File: config.mk
export PLATFORM = sky130hd
export DESIGN_NAME = am29705_ctl
export DESIGN_NICKNAME = d
export VERILOG_FILES = /design/src/rtl/am29705_ctl.sv
export SDC_FILE = /design/constraint.sdc
export NUM_CORES = 1
export LEC_CHECK = 0
export CORE_MARGIN = 2
export CORE_UTILIZATION = 51
export DETAILED_ROUTE_END_ITERATION = 12
export PLACE_DENSITY_LB_ADDON = 0.15
export SLEW_MARGIN = 20
export SYNTH_ARGS = -nofsm -noshare
export SYNTH_HDL_FRONTEND = slang
export SYNTH_SLANG_ARGS = --single-unit
File: constraint.sdc
create_clock -name clk -period 2.9 [get_ports clk]
set_clock_uncertainty 0.05 [all_clocks]
set_input_delay 0.29 -clock clk [delete_from_list [all_inputs] [get_ports clk]]
set_output_delay 0.29 -clock clk [all_outputs]
set_load 0.02 [all_outputs]
File: src/rtl/am29705_ctl.sv
// Command sequencer for an Am29705 16x4 two-port register file: turns read, write,
// write-then-read and clear commands into setup/strobe/hold pin sequences.
module am29705_ctl (
  input  logic       clk,
  input  logic       rst,
  input  logic       cmd_valid,
  output logic       cmd_ready,
  input  logic [1:0] cmd_op,
  input  logic [3:0] cmd_a,
  input  logic [3:0] cmd_b,
  input  logic [3:0] cmd_d,
  input  logic       cmd_zero_a,
  output logic       rsp_valid,
  input  logic       rsp_ready,
  output logic [3:0] rsp_ya,
  output logic [3:0] rsp_yb,
  output logic [3:0] a,
  output logic [3:0] b,
  output logic [3:0] d,
  output logic       we1_,
  output logic       we2_,
  output logic       le_,
  output logic       alo_,
  output logic       oea_,
  output logic       oeb_,
  input  logic [3:0] ya,
  input  logic [3:0] yb
);

  typedef enum logic [3:0] {
    IDLE, WSETUP, WSTROBE, WHOLD, RSETUP, RSAMPLE, RESP, CSETUP, CSTROBE, CHOLD
  } state_t;

  state_t     st;
  logic [3:0] cnt;
  logic       rd_after;
  logic       zq;

  // Every pin is a register updated on the transition into the state that needs it.
  always_ff @(posedge clk or posedge rst) begin
    if (rst) begin
      st        <= IDLE;
      cnt       <= 4'd0;
      rd_after  <= 1'b0;
      zq        <= 1'b0;
      cmd_ready <= 1'b1;
      rsp_valid <= 1'b0;
      rsp_ya    <= 4'd0;
      rsp_yb    <= 4'd0;
      a         <= 4'd0;
      b         <= 4'd0;
      d         <= 4'd0;
      we1_      <= 1'b1;
      we2_      <= 1'b1;
      le_       <= 1'b1;
      alo_      <= 1'b1;
      oea_      <= 1'b1;
      oeb_      <= 1'b1;
    end else begin
      case (st)
        IDLE: begin
          if (cmd_valid) begin
            cmd_ready <= 1'b0;
            zq        <= cmd_zero_a;
            case (cmd_op)
              2'b00: begin
                st   <= RSETUP;
                a    <= cmd_a;
                b    <= cmd_b;
                oea_ <= 1'b0;
                oeb_ <= 1'b0;
                alo_ <= ~cmd_zero_a;
              end
              2'b01, 2'b10: begin
                st       <= WSETUP;
                a        <= cmd_a;
                b        <= cmd_b;
                d        <= cmd_d;
                rd_after <= cmd_op[1];
              end
              default: begin
                st  <= CSETUP;
                cnt <= 4'd0;
                b   <= 4'd0;
                d   <= 4'd0;
              end
            endcase
          end
        end
        WSETUP: begin
          st   <= WSTROBE;
          we1_ <= 1'b0;
          we2_ <= 1'b0;
        end
        WSTROBE: begin
          st   <= WHOLD;
          we1_ <= 1'b1;
          we2_ <= 1'b1;
        end
        WHOLD: begin
          if (rd_after) begin
            st   <= RSETUP;
            oea_ <= 1'b0;
            oeb_ <= 1'b0;
            alo_ <= ~zq;
          end else begin
            st        <= RESP;
            rsp_valid <= 1'b1;
            rsp_ya    <= 4'd0;
            rsp_yb    <= 4'd0;
          end
        end
        RSETUP: st <= RSAMPLE;
        RSAMPLE: begin
          // Capture on the same edge that closes the chip latch.
          st        <= RESP;
          rsp_ya    <= ya;
          rsp_yb    <= yb;
          le_       <= 1'b0;
          rsp_valid <= 1'b1;
        end
        CSETUP: begin
          st   <= CSTROBE;
          we1_ <= 1'b0;
          we2_ <= 1'b0;
        end
        CSTROBE: begin
          st   <= CHOLD;
          we1_ <= 1'b1;
          we2_ <= 1'b1;
        end
        CHOLD: begin
          if (cnt == 4'd15) begin
            st        <= RESP;
            cnt       <= 4'd0;
            rsp_valid <= 1'b1;
            rsp_ya    <= 4'd0;
            rsp_yb    <= 4'd0;
          end else begin
            st  <= CSETUP;
            cnt <= cnt + 4'd1;
            b   <= cnt + 4'd1;
          end
        end
        RESP: begin
          if (rsp_ready) begin
            st        <= IDLE;
            rsp_valid <= 1'b0;
            cmd_ready <= 1'b1;
            a         <= 4'd0;
            b         <= 4'd0;
            d         <= 4'd0;
            le_       <= 1'b1;
            alo_      <= 1'b1;
            oea_      <= 1'b1;
            oeb_      <= 1'b1;
          end
        end
        default: st <= IDLE;
      endcase
    end
  end

endmodule

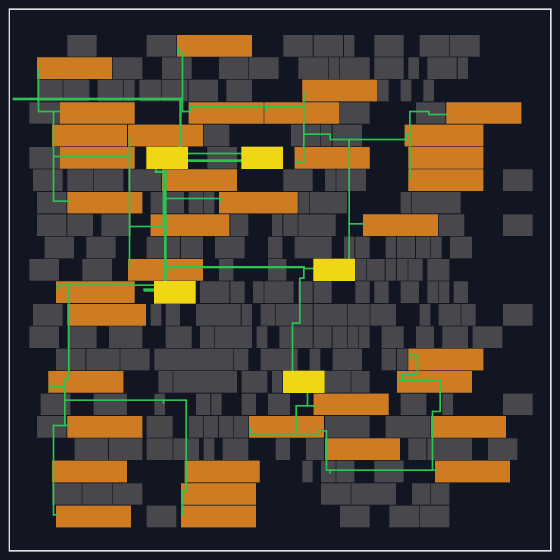
Fig. 1. Clock network drawn from the DEF (run 1).
- clock wires: green (length 397 um)
- flip-flops: orange (count 36)
- clock-net drivers: yellow (count 5)
- routed clock nets: 6
- flops lie: widely spread

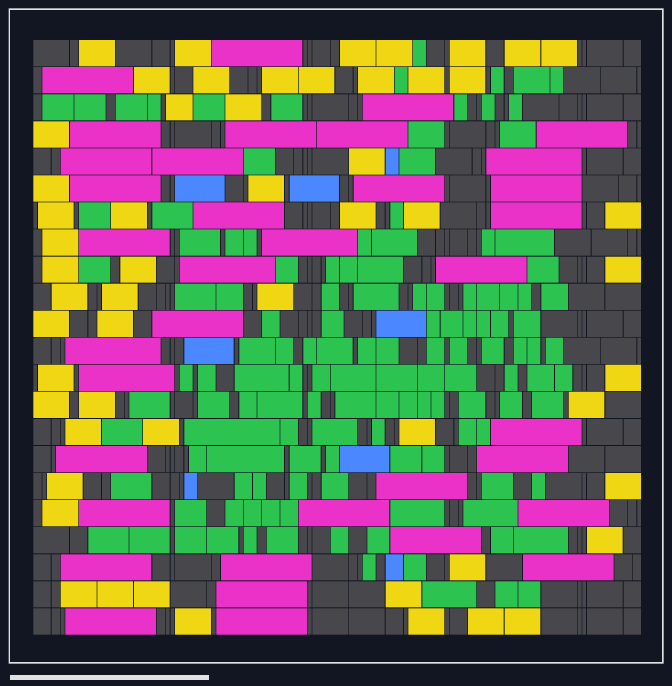
Fig. 2. Cell classes on the final placement (run 1).
Scale bar: 20 um. Fill, decap, tap and diode cells in gray.
- remaining logic cells: green (cells 132; share of their area 38%)
- clock drivers and dummy loads: blue (cells 8; share of their area 3.3%)
- remaining buffers and delay cells: yellow (cells 55; share of their area 22%)
- registers: magenta (cells 36; share of their area 36%)
cell area after layout: 0.00256 mm^2
Seq area share: 35.5%
row cnt: 22
utilization after layout: 69.8%

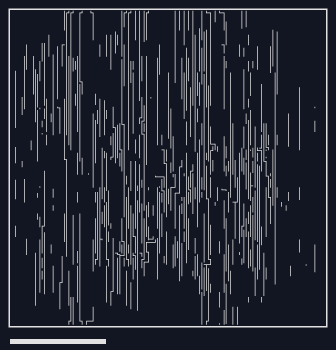
Fig. 3. Met2 routing (run 1).
Scale bar: 20 um.
- nets with wire on the layer: 241
- wire length on this layer: 2400 um
- main direction: vertical
DR vias: 1581
grt met2 use: 40.9%
Post-Route WL: 4500 um

==> flow_summary.ini, run 1 <==
; flow metrics
[run_status]
status = finished clean

[clock_network]
cts_tree = yes
clk_pin_slew_ps = 70
holdBufCountCts = 0
clk_root_buffer_cell = clkbuf_8

[power]
clk-power_w = 0.000334
p_sw_w = 0.00115
clock_power_share_pct = 11.9
pwr-share-comb_pct = 52.9
comb-power_w = 0.00149
leakagePower_nw = 1.14
irDropWorstVdd_mv = 0.594

[logic_synthesis]
top_area_cell = dfrtp_1
synth.distinct_cells = 52
yosysWarnings = 0
yosys-top-cells-count = 31 x dfrtp_1, 13 x nand2_1, 12 x inv_1, 12 x o21ai_0, 10 x nor2_1
syn_avg_cell_area_um2 = 10.9
synthMuxAreaShare_pct = 9.84
ys_sh_simple_pct = 15.7
logic_family = AND-OR/OR-AND gates

[global_routing]
grt_usage_pct = 23.5

[final_timing]
period_minus_slack_ps = 2200
finalMaxSlewViolations = 0

[worst_setup_path]
reg2reg_slack_ps = 700
reg2reg_depth = 4
crit_slowest_cell = dfrtp_1
path_class = register to register

[routing]
met3_length_um = 219
highest_layer = met4

[final_layout]
regArea_um2 = 907
n_clock_buffer = 7
buf_share_pct = 21.4
area_growth_pct = 32.3
fin_cells = 279

[die]
ioPinCount = 55
Fig. 4: run 1, PDN straps and rails
Pins as bars on the die edge. Tap cells in gray.
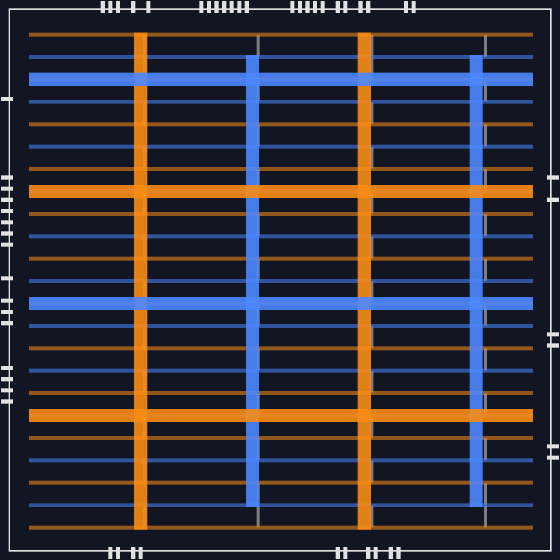

==> inputs of run 2 (changes only) <==
--- a/config.mk
+++ b/config.mk
@@ -6,7 +6,7 @@
 export NUM_CORES = 1
 export LEC_CHECK = 0
 export CORE_MARGIN = 2
-export CORE_UTILIZATION = 51
+export CORE_UTILIZATION = 43
 export DETAILED_ROUTE_END_ITERATION = 12
 export PLACE_DENSITY_LB_ADDON = 0.15
 export SLEW_MARGIN = 20
==> constraint.sdc (replaced) <==
create_clock -name clk -period 1.8 [get_ports clk]
set_clock_uncertainty 0.05 [all_clocks]
set_input_delay 0.18 -clock clk [delete_from_list [all_inputs] [get_ports clk]]
set_output_delay 0.18 -clock clk [all_outputs]
set_load 0.02 [all_outputs]
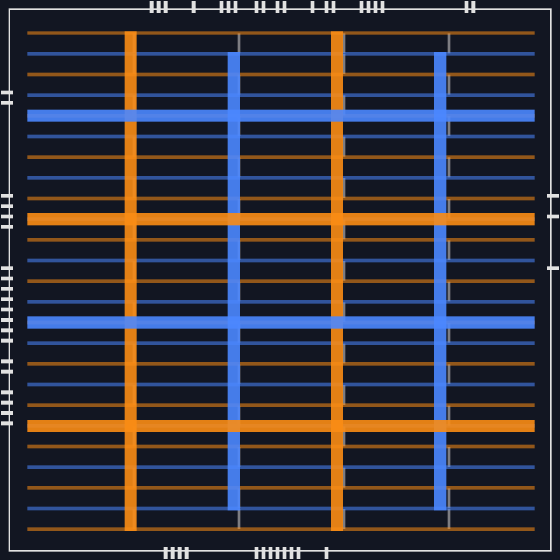
Fig. 5. PDN straps and rails (run 2).
Pins as bars on the die edge. Tap cells in gray.
- VDD: blue
- VSS: orange
- met5 straps: 4
- tap cells: 52
- rows: 24
- met4 straps: 4
- met1 rails: 25

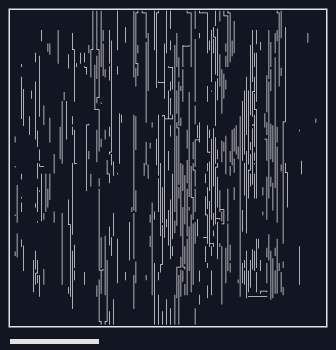
Fig. 6. Met2 routing (run 2).
Scale bar: 20 um.
DR vias: 1634
Post-Route WL: 5130 um

==> run 2 against run 1 <==
Against the previous run: the flow now finishes with violations (setup timing); sequential power is 52% higher; core utilization is 3.8 points lower; clock power is 86% higher; cell count is 13% higher; total power is 86% higher; synthesized cell count stayed put; worst setup slack worse by 740 ps; critical path type unchanged.
==> flow_summary.ini, run 2 <==
; flow metrics
[run_status]
violations = setup timing
status = finished with violations

[die]
ioPinCount = 55
core.rowCount = 24

[logic_synthesis]
synthMuxAreaShare_pct = 9.84
syn_avg_cell_area_um2 = 10.9
ys_sh_simple_pct = 15.7
synth.distinct_cells = 52
top_area_cell = dfrtp_1
logic_family = AND-OR/OR-AND gates
yosys-top-cells-count = 31 x dfrtp_1, 13 x nand2_1, 12 x inv_1, 12 x o21ai_0, 10 x nor2_1

[clock_network]
cts_tree = yes
holdBufCountCts = 0
clk_root_buffer_cell = clkbuf_8

[power]
p_sw_w = 0.00210
leakagePower_nw = 1.30
pwr-share-comb_pct = 59.2
clk-power_w = 0.000622
clock_power_share_pct = 11.9
irDropWorstVdd_mv = 1.07
comb-power_w = 0.00309

[worst_setup_path]
reg2reg_depth = 3
cp-end-kind = register
path_class = register to register
reg2reg_slack_ps = -40
worstSetupStartpoint = st[2]
crit_slowest_cell = or4_4

[final_layout]
final_core_utilization_pct = 66.0
n_clock_buffer = 6
seq_share_pct = 31.7
area_growth_pct = 48.8
fin_cells = 314
buf_share_pct = 27.1
fin_area_mm2 = 0.00287

[global_routing]
grtUsageMet2_pct = 33.6

[final_timing]
period_minus_slack_ps = 1840
setup_viol = 5
final.setup.worst_slack_ps = -36.8
finalMaxSlewViolations = 0

[routing]
met3_length_um = 139
highest_layer = met4

[hold_path]
min_path_type = input pin to async pin
Fig. 7: run 2, cell classes on the final placement
Scale bar: 20 um. Fill, decap, tap and diode cells in gray.
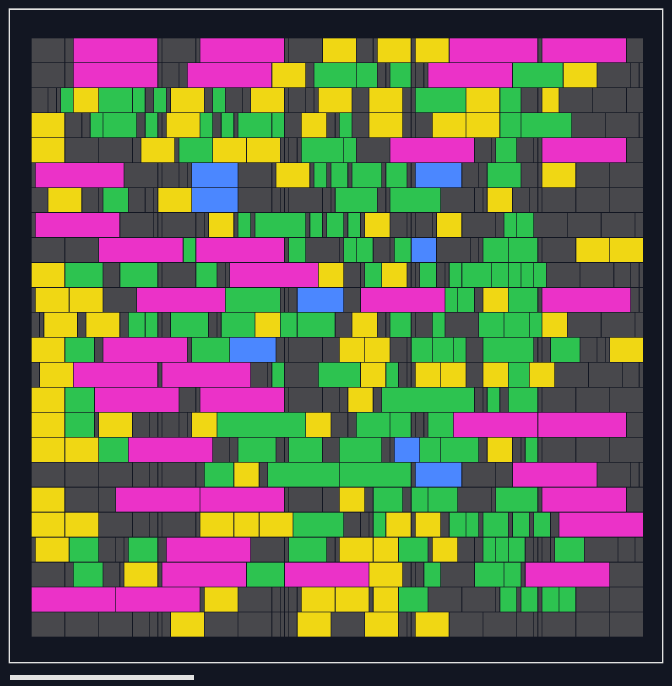

==> inputs of run 3 (changes only) <==
--- a/config.mk
+++ b/config.mk
@@ -8,7 +8,7 @@
 export CORE_MARGIN = 2
 export CORE_UTILIZATION = 43
 export DETAILED_ROUTE_END_ITERATION = 12
-export PLACE_DENSITY_LB_ADDON = 0.15
+export PLACE_DENSITY_LB_ADDON = 0.1
 export SLEW_MARGIN = 20
 export SYNTH_ARGS = -nofsm -noshare
 export SYNTH_HDL_FRONTEND = slang
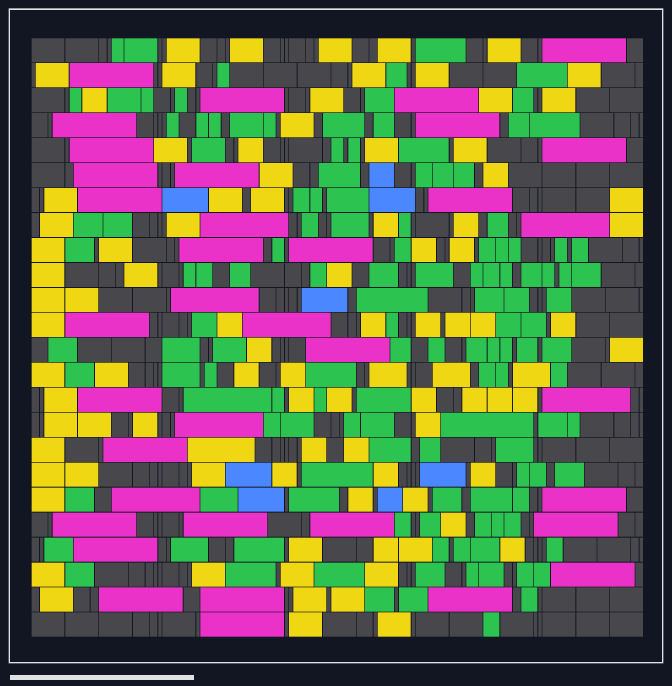
Fig. 8. Cell classes on the final placement (run 3).
Scale bar: 20 um. Fill, decap, tap and diode cells in gray.
- registers: magenta (cells 36; share of their area 32%)
- remaining buffers and delay cells: yellow (cells 93; share of their area 30%)
- remaining logic cells: green (cells 132; share of their area 35%)
- clock drivers and dummy loads: blue (cells 8; share of their area 3.4%)
row cnt: 24
cell area after layout: 0.00295 mm^2
Seq area share: 30.8%
utilization after layout: 67.8%
core area: 0.00435 mm^2

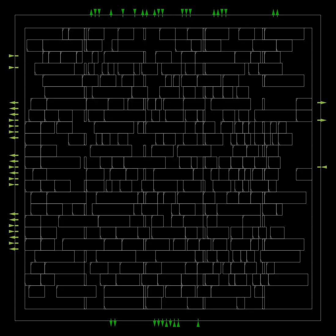
Fig. 9. Placed standard cells (run 3).
Final Non-Filler Cells: 321
# Taps: 52
sequential cell count: 36

==> run 3 against run 2 <==
Against the previous run: the run still ends with setup timing left; sequential power is essentially flat; combinational power increased by 6.8%; synthesized cell count unchanged; total power grew 3.2%; via count is 5.0% higher; non-clock buffer count is 7 higher; global-route usage increased by 0.15 points; critical endpoint is now d[0]; largest cell class unchanged.
==> flow_summary.ini, run 3 <==
; flow metrics
[power]
clock_power_share_pct = 11.4
leakagePower_nw = 1.35
comb-power_w = 0.00330

[final_layout]
buf_share_pct = 29.1
regArea_um2 = 910

[routing]
vias = 1715
met3_length_um = 207

[run_status]
status = finished with violations
violations = setup timing

[logic_synthesis]
synth.distinct_cells = 52
syn_avg_cell_area_um2 = 10.9
top_area_cell = dfrtp_1
ys_sh_simple_pct = 15.7
yosysWarnings = 0

[final_timing]
final.setup.worst_slack_ps = -54.7
finalMaxSlewViolations = 0
period_minus_slack_ps = 1850
setup_viol = 9

[clock_network]
cts_tree = yes
clk_root_buffer_cell = clkbuf_8
clk_pin_slew_ps = 80

[hold_path]
min_path_type = input pin to async pin

[worst_setup_path]
crit_slowest_cell = or4_4
Power figures rest on the tool's default switching activity, not on a simulated workload.
